--- config.mk ---
export PLATFORM = sky130hd
export DESIGN_NAME = rs_issue_arbiter
export DESIGN_NICKNAME = d
export VERILOG_FILES = /design/src/rtl/rs_arb_pkg.sv /design/src/rtl/rr_pick_oh.sv /design/src/rtl/rs_issue_arbiter.sv
export SDC_FILE = /design/constraint.sdc
export NUM_CORES = 1
export LEC_CHECK = 0
export CAP_MARGIN = 20
export CORE_MARGIN = 2
export CORE_UTILIZATION = 56
export CTS_CLUSTER_DIAMETER = 120
export CTS_CLUSTER_SIZE = 25
export DETAILED_ROUTE_END_ITERATION = 10
export PLACE_DENSITY = 0.95
export SKIP_LAST_GASP = 1
export SYNTH_ARGS = -nofsm -noshare
export SYNTH_HDL_FRONTEND = slang
export SYNTH_SLANG_ARGS = --single-unit
--- constraint.sdc ---
create_clock -name clock_i -period 7.4 [get_ports clock_i]
set_input_delay 0.74 -clock clock_i [delete_from_list [all_inputs] [get_ports clock_i]]
set_output_delay 0.74 -clock clock_i [all_outputs]
set_load 0.1 [all_outputs]
--- src/rtl/rs_arb_pkg.sv ---
// rs_arb_pkg: shared types and sizing for the reservation-station issue arbiter.
// RS_SIZE may be overridden on the command line; it defaults to 16 entries.
`ifndef RS_SIZE
`define RS_SIZE 16
`endif
package rs_arb_pkg;
  localparam int RS_IDX_W = $clog2(`RS_SIZE);
  typedef enum logic {ARB_EMPTY, ARB_HOLD} arb_state_t;
  typedef logic [RS_IDX_W-1:0] rs_idx_t;
endpackage

--- src/rtl/rr_pick_oh.sv ---
// rr_pick_oh: combinational round-robin picker, first set req bit at or after ptr (wrapping).
//   req_i     [N]     request vector
//   ptr_i     [IDX_W] highest-priority position
//   en_i              picker enable; no grant when low
//   gnt_oh_o  [N]     one-hot grant (0 when no grant)
//   gnt_idx_o [IDX_W] binary grant index
//   any_o             a grant was made
module rr_pick_oh
  import rs_arb_pkg::*;
#(
  parameter int N     = `RS_SIZE,
  parameter int IDX_W = $clog2(N)
) (
  input  logic [N-1:0]     req_i,
  input  logic [IDX_W-1:0] ptr_i,
  input  logic             en_i,
  output logic [N-1:0]     gnt_oh_o,
  output logic [IDX_W-1:0] gnt_idx_o,
  output logic             any_o
);
  logic [2*N-1:0]   dbl;
  logic [N-1:0]     rot;
  logic [IDX_W-1:0] off;
  // Rotating the doubled vector puts ptr at bit 0, so a plain lowest-bit
  // search yields the offset from ptr; N is a power of 2 so the add wraps.
  assign dbl = {req_i, req_i} >> ptr_i;
  assign rot = dbl[N-1:0];
  always_comb begin
    off = '0;
    for (int i = N - 1; i >= 0; i--)
      if (rot[i]) off = IDX_W'(i);
  end
  assign any_o     = en_i & (|req_i);
  assign gnt_idx_o = ptr_i + off;
  assign gnt_oh_o  = any_o ? ({{(N-1){1'b0}}, 1'b1} << gnt_idx_o) : '0;
endmodule

--- src/rtl/rs_issue_arbiter.sv ---
// rs_issue_arbiter: round-robin issue select from the RS ready vector into a valid/ready issue register.
//   clock_i, reset_n_i  clock, asynchronous active-low reset
//   ready_vec_i [N]     entries ready to issue
//   squash_i            branch-recovery flush
//   fu_ready_i          functional unit accepts the held entry
//   issue_valid_o       issue register holds an entry
//   issue_idx_o/oh_o    held entry as index / one-hot
//   rs_clear_oh_o [N]   entry granted this cycle, freed by the RS at the next edge
//   perf_issue_cnt_o, perf_stall_cnt_o  only when RS_ARB_PERF_EN is defined
module rs_issue_arbiter
  import rs_arb_pkg::*;
#(
  parameter int N     = `RS_SIZE,
  parameter int IDX_W = $clog2(N)
) (
  input  logic             clock_i,
  input  logic             reset_n_i,
  input  logic [N-1:0]     ready_vec_i,
  input  logic             squash_i,
  input  logic             fu_ready_i,
  output logic             issue_valid_o,
  output logic [IDX_W-1:0] issue_idx_o,
  output logic [N-1:0]     issue_oh_o,
`ifdef RS_ARB_PERF_EN
  output logic [31:0]      perf_issue_cnt_o,
  output logic [31:0]      perf_stall_cnt_o,
`endif
  output logic [N-1:0]     rs_clear_oh_o
);
  arb_state_t       state_q, state_d;
  logic [IDX_W-1:0] idx_q, idx_d, ptr_q, ptr_d, gnt_idx;
  logic [N-1:0]     oh_q, oh_d, gnt_oh;
  logic             xfer, load, any;
  assign xfer = issue_valid_o & fu_ready_i & ~squash_i;
  assign load = ~squash_i & (state_q == ARB_EMPTY | xfer);
  // Gating with reset keeps rs_clear_oh quiet while reset is held.
  rr_pick_oh #(.N(N), .IDX_W(IDX_W)) u_pick (
    .req_i     (ready_vec_i),
    .ptr_i     (ptr_q),
    .en_i      (load & reset_n_i),
    .gnt_oh_o  (gnt_oh),
    .gnt_idx_o (gnt_idx),
    .any_o     (any)
  );
  assign rs_clear_oh_o = gnt_oh;
  assign issue_valid_o = state_q == ARB_HOLD;
  assign issue_idx_o   = idx_q;
  assign issue_oh_o    = oh_q;
  always_comb begin
    state_d = squash_i ? ARB_EMPTY : load ? (any ? ARB_HOLD : ARB_EMPTY) : state_q;
    idx_d   = squash_i ? '0 : load ? gnt_idx : idx_q;
    oh_d    = squash_i ? '0 : load ? gnt_oh : oh_q;
    idx_d   = (load & ~any) ? '0 : idx_d;
    ptr_d   = any ? gnt_idx + 1'b1 : ptr_q;
  end
  always_ff @(posedge clock_i or negedge reset_n_i) begin
    if (!reset_n_i) begin
      state_q <= ARB_EMPTY;
      idx_q   <= '0;
      oh_q    <= '0;
      ptr_q   <= '0;
    end else begin
      state_q <= state_d;
      idx_q   <= idx_d;
      oh_q    <= oh_d;
      ptr_q   <= ptr_d;
    end
  end
`ifdef RS_ARB_PERF_EN
  always_ff @(posedge clock_i or negedge reset_n_i) begin
    if (!reset_n_i) begin
      perf_issue_cnt_o <= '0;
      perf_stall_cnt_o <= '0;
    end else begin
      perf_issue_cnt_o <= perf_issue_cnt_o + {31'd0, xfer};
      perf_stall_cnt_o <= perf_stall_cnt_o + {31'd0, issue_valid_o & ~fu_ready_i & ~squash_i};
    end
  end
`endif
endmodule

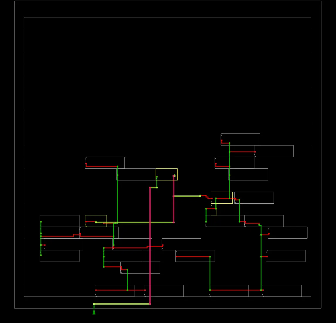
(run_1/clocks.png)
TritonCTS Buffers: 3
number of clock buffer instances in the layout: 4
total number of sequential cells: 25
sink count of the clock tree: 25

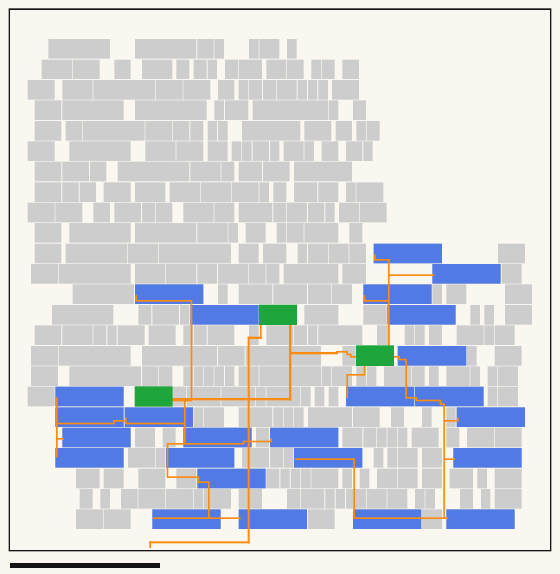
(run_1/clk_routes.png)
Bar = 20 um.
blue -> flip-flops  # count 25
green -> clock drivers  # count 3
orange -> clock wires  # length 283 um
routed clock nets = 4

==> impl_metrics.json, run 1 <==
{
  "grt_antenna_before_repair": 0,
  "grt_remaining_overflow": 0,
  "share_of_post_route_cells_with_drive_strength_above_1_pct": 19.2,
  "cp_class": "reg2out",
  "fin_skew_ps": 2.57,
  "worstMarginPinSlew_ps": 996,
  "finalWorstSetupSlack_ps": 1290,
  "slew_headroom_pct": 33.4,
  "r2r_setup_slack_ps": 2350,
  "die_height_um": 71.8,
  "synth_flops": 25,
  "worst_path_max_delay_cell": "sky130_fd_sc_hd__dfrtp_1",
  "timing.hold.worst.start": "issue_oh_o[6]",
  "warnings": 29,
  "wire_length_of_the_first_global_routing_pass_um": 11200,
  "yosys-stat-area_um2": 2570,
  "hold_viol": 0,
  "timing.critical_path.slowest_cell_delay_ps": 850,
  "yosys.stat.seqShare_pct": 24.3,
  "area_leaders": "sky130_fd_sc_hd__dfrtp_1, sky130_fd_sc_hd__mux4_2, sky130_fd_sc_hd__nand2_1",
  "worstPathCellList": "clkinv_1 -> a21oi_1 -> o211ai_1 -> and3_1 -> o22a_1 -> a2bb2oi_1 -> o31ai_1 -> ha_1 -> a21o_1 -> a21oi_1 -> xnor2_1 -> xnor2_2 -> nor2_1 -> buf_4",
  "outcome": "finished clean",
  "synth-cells-yosys": 275,
  "timing.critical_path.fanout_max": 23,
  "timing.critical_path.to_type": "output port",
  "post-synth-top-area-cell": "sky130_fd_sc_hd__dfrtp_1",
  "io-pin-count": 57,
  "gpl.final_weighted_congestion": 0.983,
  "grt_max_degree": 29,
  "cts_buffer_depth": 2,
  "placement_rows": 24,
  "clock_tree_from_tritoncts": "done",
  "final_util_pct": 72.7,
  "yosysWarningCount": 0,
  "drv.max_cap_violation_count": 0,
  "global_route_total_usage_across_every_layer_pct": 27.7,
  "synth_async_sr_flop_share_pct": 100,
  "critical_path_arrival_ps": 5370,
  "final_antenna_net_count": 0,
  "drt_wl_total_um": 7030,
  "cp-start-kind": "flop"
}
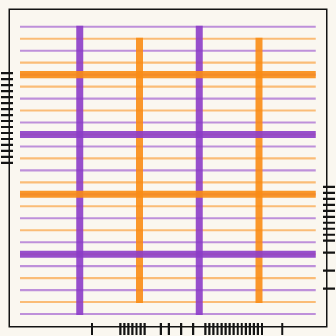
(run_1/power_grid.png)
Pins as bars on the die edge.
purple -> VSS
orange -> VDD
signal pins = 57
met4 straps = 4
met5 straps = 4

run 1: how the worst max path moves through the flow:
stage | cells after the start | to | slack, ps
2_1_floorplan | 15 | rs_clear_oh_o[0] | 1700
3_3_place_gp | 15 | rs_clear_oh_o[7] | 1550
3_5_place_dp | 15 | rs_clear_oh_o[12] | 1440
4_1_cts | 14 | rs_clear_oh_o[12] | 1180
5_1_grt | 14 | rs_clear_oh_o[12] | 960
6_report | 14 | rs_clear_oh_o[12] | 1290
run 1: cells by family (layout without fill, tap and decap cells):
kind of cell	Yosys count	count (layout)	synth area share (%)
simple gates	109	109	20.6
mux	43	43	26.5
compound gates	62	62	16.8
fa+ha+maj	9	9	4.66
xor+xnor	5	5	2.82
flops	25	25	24.3
buf+inv	22	70	4.32
run 1: flip-flops by register name, summed over array words and instances (netlist names):
register / count
issue_idx_o: 4
issue_oh_o: 16
issue_valid_o: 1
ptr_q: 4
run 1: routing by layer:
layer,up-vias,track usage [%],wire length (um)
li1,1123,-,-
met1,1175,35.7,2760
met2,151,48.0,3560
met3,31,3.52,479
met4,0,9.85,230
met5,-,0,0
run 1: final cells by class:
cell class,instances,area [um^2]
clock buffers,4,45.0
fillers,296,1200
inverters,6,22.5
multi-input cells,228,1840
flip-flops and latches,25,626
well taps,52,65.1
repair buffers,60,591
run 1: stage by stage:
step	instance area, um^2	hold WS, ps	instances
finish	3190	479	375
global route	3190	513	375
CTS	3130	485	373
detailed placement	3090	466	369
global placement	3080	459	368
floorplan	2570	444	275
## Run 2: what changed since run 1
--- a/config.mk
+++ b/config.mk
@@ -7,11 +7,11 @@
 export LEC_CHECK = 0
 export CAP_MARGIN = 20
 export CORE_MARGIN = 2
-export CORE_UTILIZATION = 56
+export CORE_UTILIZATION = 52
 export CTS_CLUSTER_DIAMETER = 120
 export CTS_CLUSTER_SIZE = 25
 export DETAILED_ROUTE_END_ITERATION = 10
-export PLACE_DENSITY = 0.95
+export PLACE_DENSITY = 0.92
 export SKIP_LAST_GASP = 1
 export SYNTH_ARGS = -nofsm -noshare
 export SYNTH_HDL_FRONTEND = slang
==> constraint.sdc (replaced) <==
create_clock -name clock_i -period 6.35 [get_ports clock_i]
set_input_delay 0.635 -clock clock_i [delete_from_list [all_inputs] [get_ports clock_i]]
set_output_delay 0.635 -clock clock_i [all_outputs]
set_load 0.1 [all_outputs]
==> impl_metrics.json, run 2 <==
{
  "global_route_total_usage_across_every_layer_pct": 25.4,
  "slew_headroom_pct": 32.6,
  "slew_violations": 0,
  "timing.critical_path.slowest_cell_delay_ps": 950,
  "final_antenna_net_count": 0,
  "num_vias": 2465,
  "critical_path_arrival_ps": 5220,
  "yosysWarningCount": 0,
  "worstPathCellList": "mux4_1 -> a21oi_1 -> o211ai_1 -> and3_1 -> o22a_1 -> a2bb2oi_1 -> o31ai_1 -> ha_1 -> a21o_1 -> a21oi_1 -> xnor2_1 -> xor2_2 -> nor2_1 -> buf_4",
  "die_height_um": 74.4,
  "synth_async_sr_flop_share_pct": 100,
  "gpl.final_weighted_congestion": 1.02,
  "area_growth_syn_to_layout_pct": 23.4,
  "area_leaders": "sky130_fd_sc_hd__dfrtp_1, sky130_fd_sc_hd__mux4_2, sky130_fd_sc_hd__nand2_1",
  "cp-start-kind": "flop",
  "syn-instance-count": 275,
  "warnings": 29,
  "cts_repair_resize_count": 0,
  "edf_count": 0,
  "combGateArea_um2": 1840,
  "finish.net_count": 354,
  "max_freq_ghz": 0.171,
  "ys.flop_type": "sky130_fd_sc_hd__dfrtp_1",
  "reg2reg_from": "ptr_q[1]",
  "dr.pass1.iters": 5,
  "worst_path_max_delay_cell": "sky130_fd_sc_hd__dfrtp_1",
  "final.period_utilization_pct": 92.1,
  "min-delay-path-class": "reg2reg",
  "timing.hold.worst.start": "issue_oh_o[6]",
  "grt_max_degree": 28,
  "final-setup-viol-count": 0,
  "post-synth-top-area-cell": "sky130_fd_sc_hd__dfrtp_1",
  "yosys-stat-area_um2": 2570,
  "grt_antenna_before_repair": 0,
  "drt_wl_total_um": 6780,
  "final_cell_mix": "sky130_fd_sc_hd__nand2_1, sky130_fd_sc_hd__clkdlybuf4s50_1, sky130_fd_sc_hd__nor2_1, sky130_fd_sc_hd__dfrtp_1, sky130_fd_sc_hd__buf_4",
  "synth_flops": 25,
  "io-pin-count": 57,
  "cts_hold_buf": 0,
  "holdWs_ps": 480,
  "timing.critical_path.to_type": "output port",
  "floorplan_core_area_um2": 4750,
  "clock_tree_from_tritoncts": "done",
  "clock.latency.late_pin_ps": 270,
  "cell_with_the_most_instances_after_synthesis": "sky130_fd_sc_hd__nand2_1",
  "fillerInstances": 374,
  "hold_viol": 0,
  "cts.sinks": 25,
  "flop_area_um2": 626,
  "timing.critical_path.fanout_max": 19,
  "wire_length_of_the_first_global_routing_pass_um": 10900,
  "share_of_post_route_cells_with_drive_strength_above_1_pct": 19.8,
  "placement_rows": 25,
  "cts_buffer_depth": 2,
  "clock_tree.htree_level_count": 1,
  "worstPathBufferInverterCount": 1,
  "synth-cells-yosys": 275,
  "grt_pass1_vias": 2180,
  "drv.max_cap_violation_count": 0,
  "worstMarginPinSlew_ps": 1010,
  "rsz0062_at_grt": "false",
  "top_area_cell_share_pct": 24.3,
  "cts_made_buffers": 3,
  "syn_avg_cell_area_um2": 9.36,
  "die.size.x_um": 74.4,
  "synth_cell_count_leaders": "sky130_fd_sc_hd__nand2_1, sky130_fd_sc_hd__nor2_1, sky130_fd_sc_hd__dfrtp_1, sky130_fd_sc_hd__o21ai_0",
  "outcome": "finished clean",
  "cp_class": "reg2out",
  "grt_remaining_overflow": 0,
  "yosys.stat.seqShare_pct": 24.3,
  "fin_skew_ps": 2.45,
  "largest_register_ff_count": 16
}
## run 2: cell counts after synthesis
No cell type changed its count.
## run 2: logic make-up (layout without fill, tap and decap cells)
family / Yosys count / in the layout / synth area share (%)
multiplexers: 43 / 43 / 26.5
flip-flops: 25 / 25 / 24.3
AND/OR/NAND/NOR: 109 / 109 / 20.6
buffers and inverters: 22 / 71 / 4.32
XOR/XNOR: 5 / 5 / 2.82
adder cells (fa/ha/maj): 9 / 9 / 4.66
AND-OR/OR-AND: 62 / 62 / 16.8
## run 2: final timing paths
path | endpoint | slack (ps) | depth (start not counted)
min reg2reg | issue_oh_o[6] | 480 | 2
max | rs_clear_oh_o[6] | 500 | 14
min | issue_oh_o[6] | 480 | 2
max reg2reg | issue_oh_o[5] | 1430 | 13
min in group asynchronous | issue_oh_o[13] | 730 | 2
max in group asynchronous | issue_oh_o[0] | 5370 | 2
## run 2: per-layer routing
layer / vias up / share of wire, % / global-route usage [%]
met5: - / 0 / 0
met3: 20 / 7.5 / 3.12
met1: 1176 / 41 / 36.6
met2: 148 / 49 / 40.7
li1: 1121 / - / -
met4: 0 / 2.1 / 7.14
## run 2: stage by stage
stage	util (%)	worst slack, ps	instances	area, um^2
5_1_grt	66.8	140	391	3180
6_report	66.8	498	391	3180
3_3_place_gp	65.6	790	386	3120
4_1_cts	66.8	522	391	3180
2_1_floorplan	-	757	275	2570
3_5_place_dp	65.9	721	387	3130
## run 2: layout make-up
| type | count | area share [%] |
|---|---|---|
| sequential | 25 | 19.7 |
| clock buffer | 3 | 1.30 |
| timing repair buffer | 61 | 17.7 |
| clock inverter | 1 | 0.157 |
| multi-input combinational | 228 | 57.8 |
| tap | 67 | 2.64 |
| inverter | 6 | 0.709 |
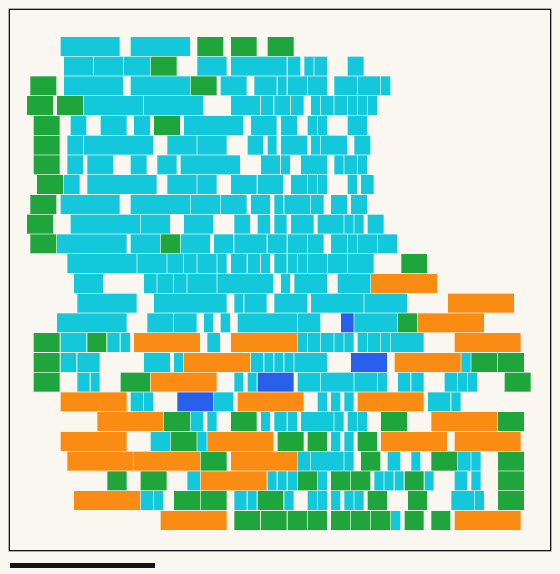
(run_2/placement_by_type.png)
Bar = 20 um.
cyan -> combinational and other logic  # cells 234, share of their area 60%
green -> remaining buffers and delay cells  # cells 61, share of their area 18%
orange -> sequential cells  # cells 25, share of their area 20%
blue -> clock drivers and dummy loads  # cells 4, share of their area 1.5%

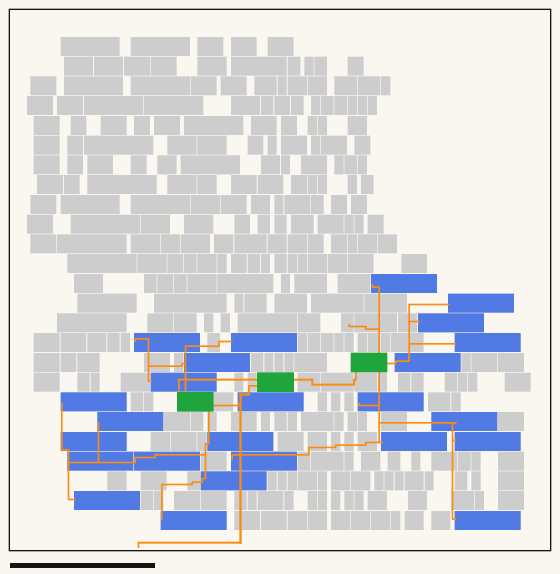
(run_2/clk_routes.png)
Bar = 20 um.
orange -> clock wires  # length 274 um
green -> clock drivers  # count 3
blue -> flip-flops  # count 25
routed clock nets = 4

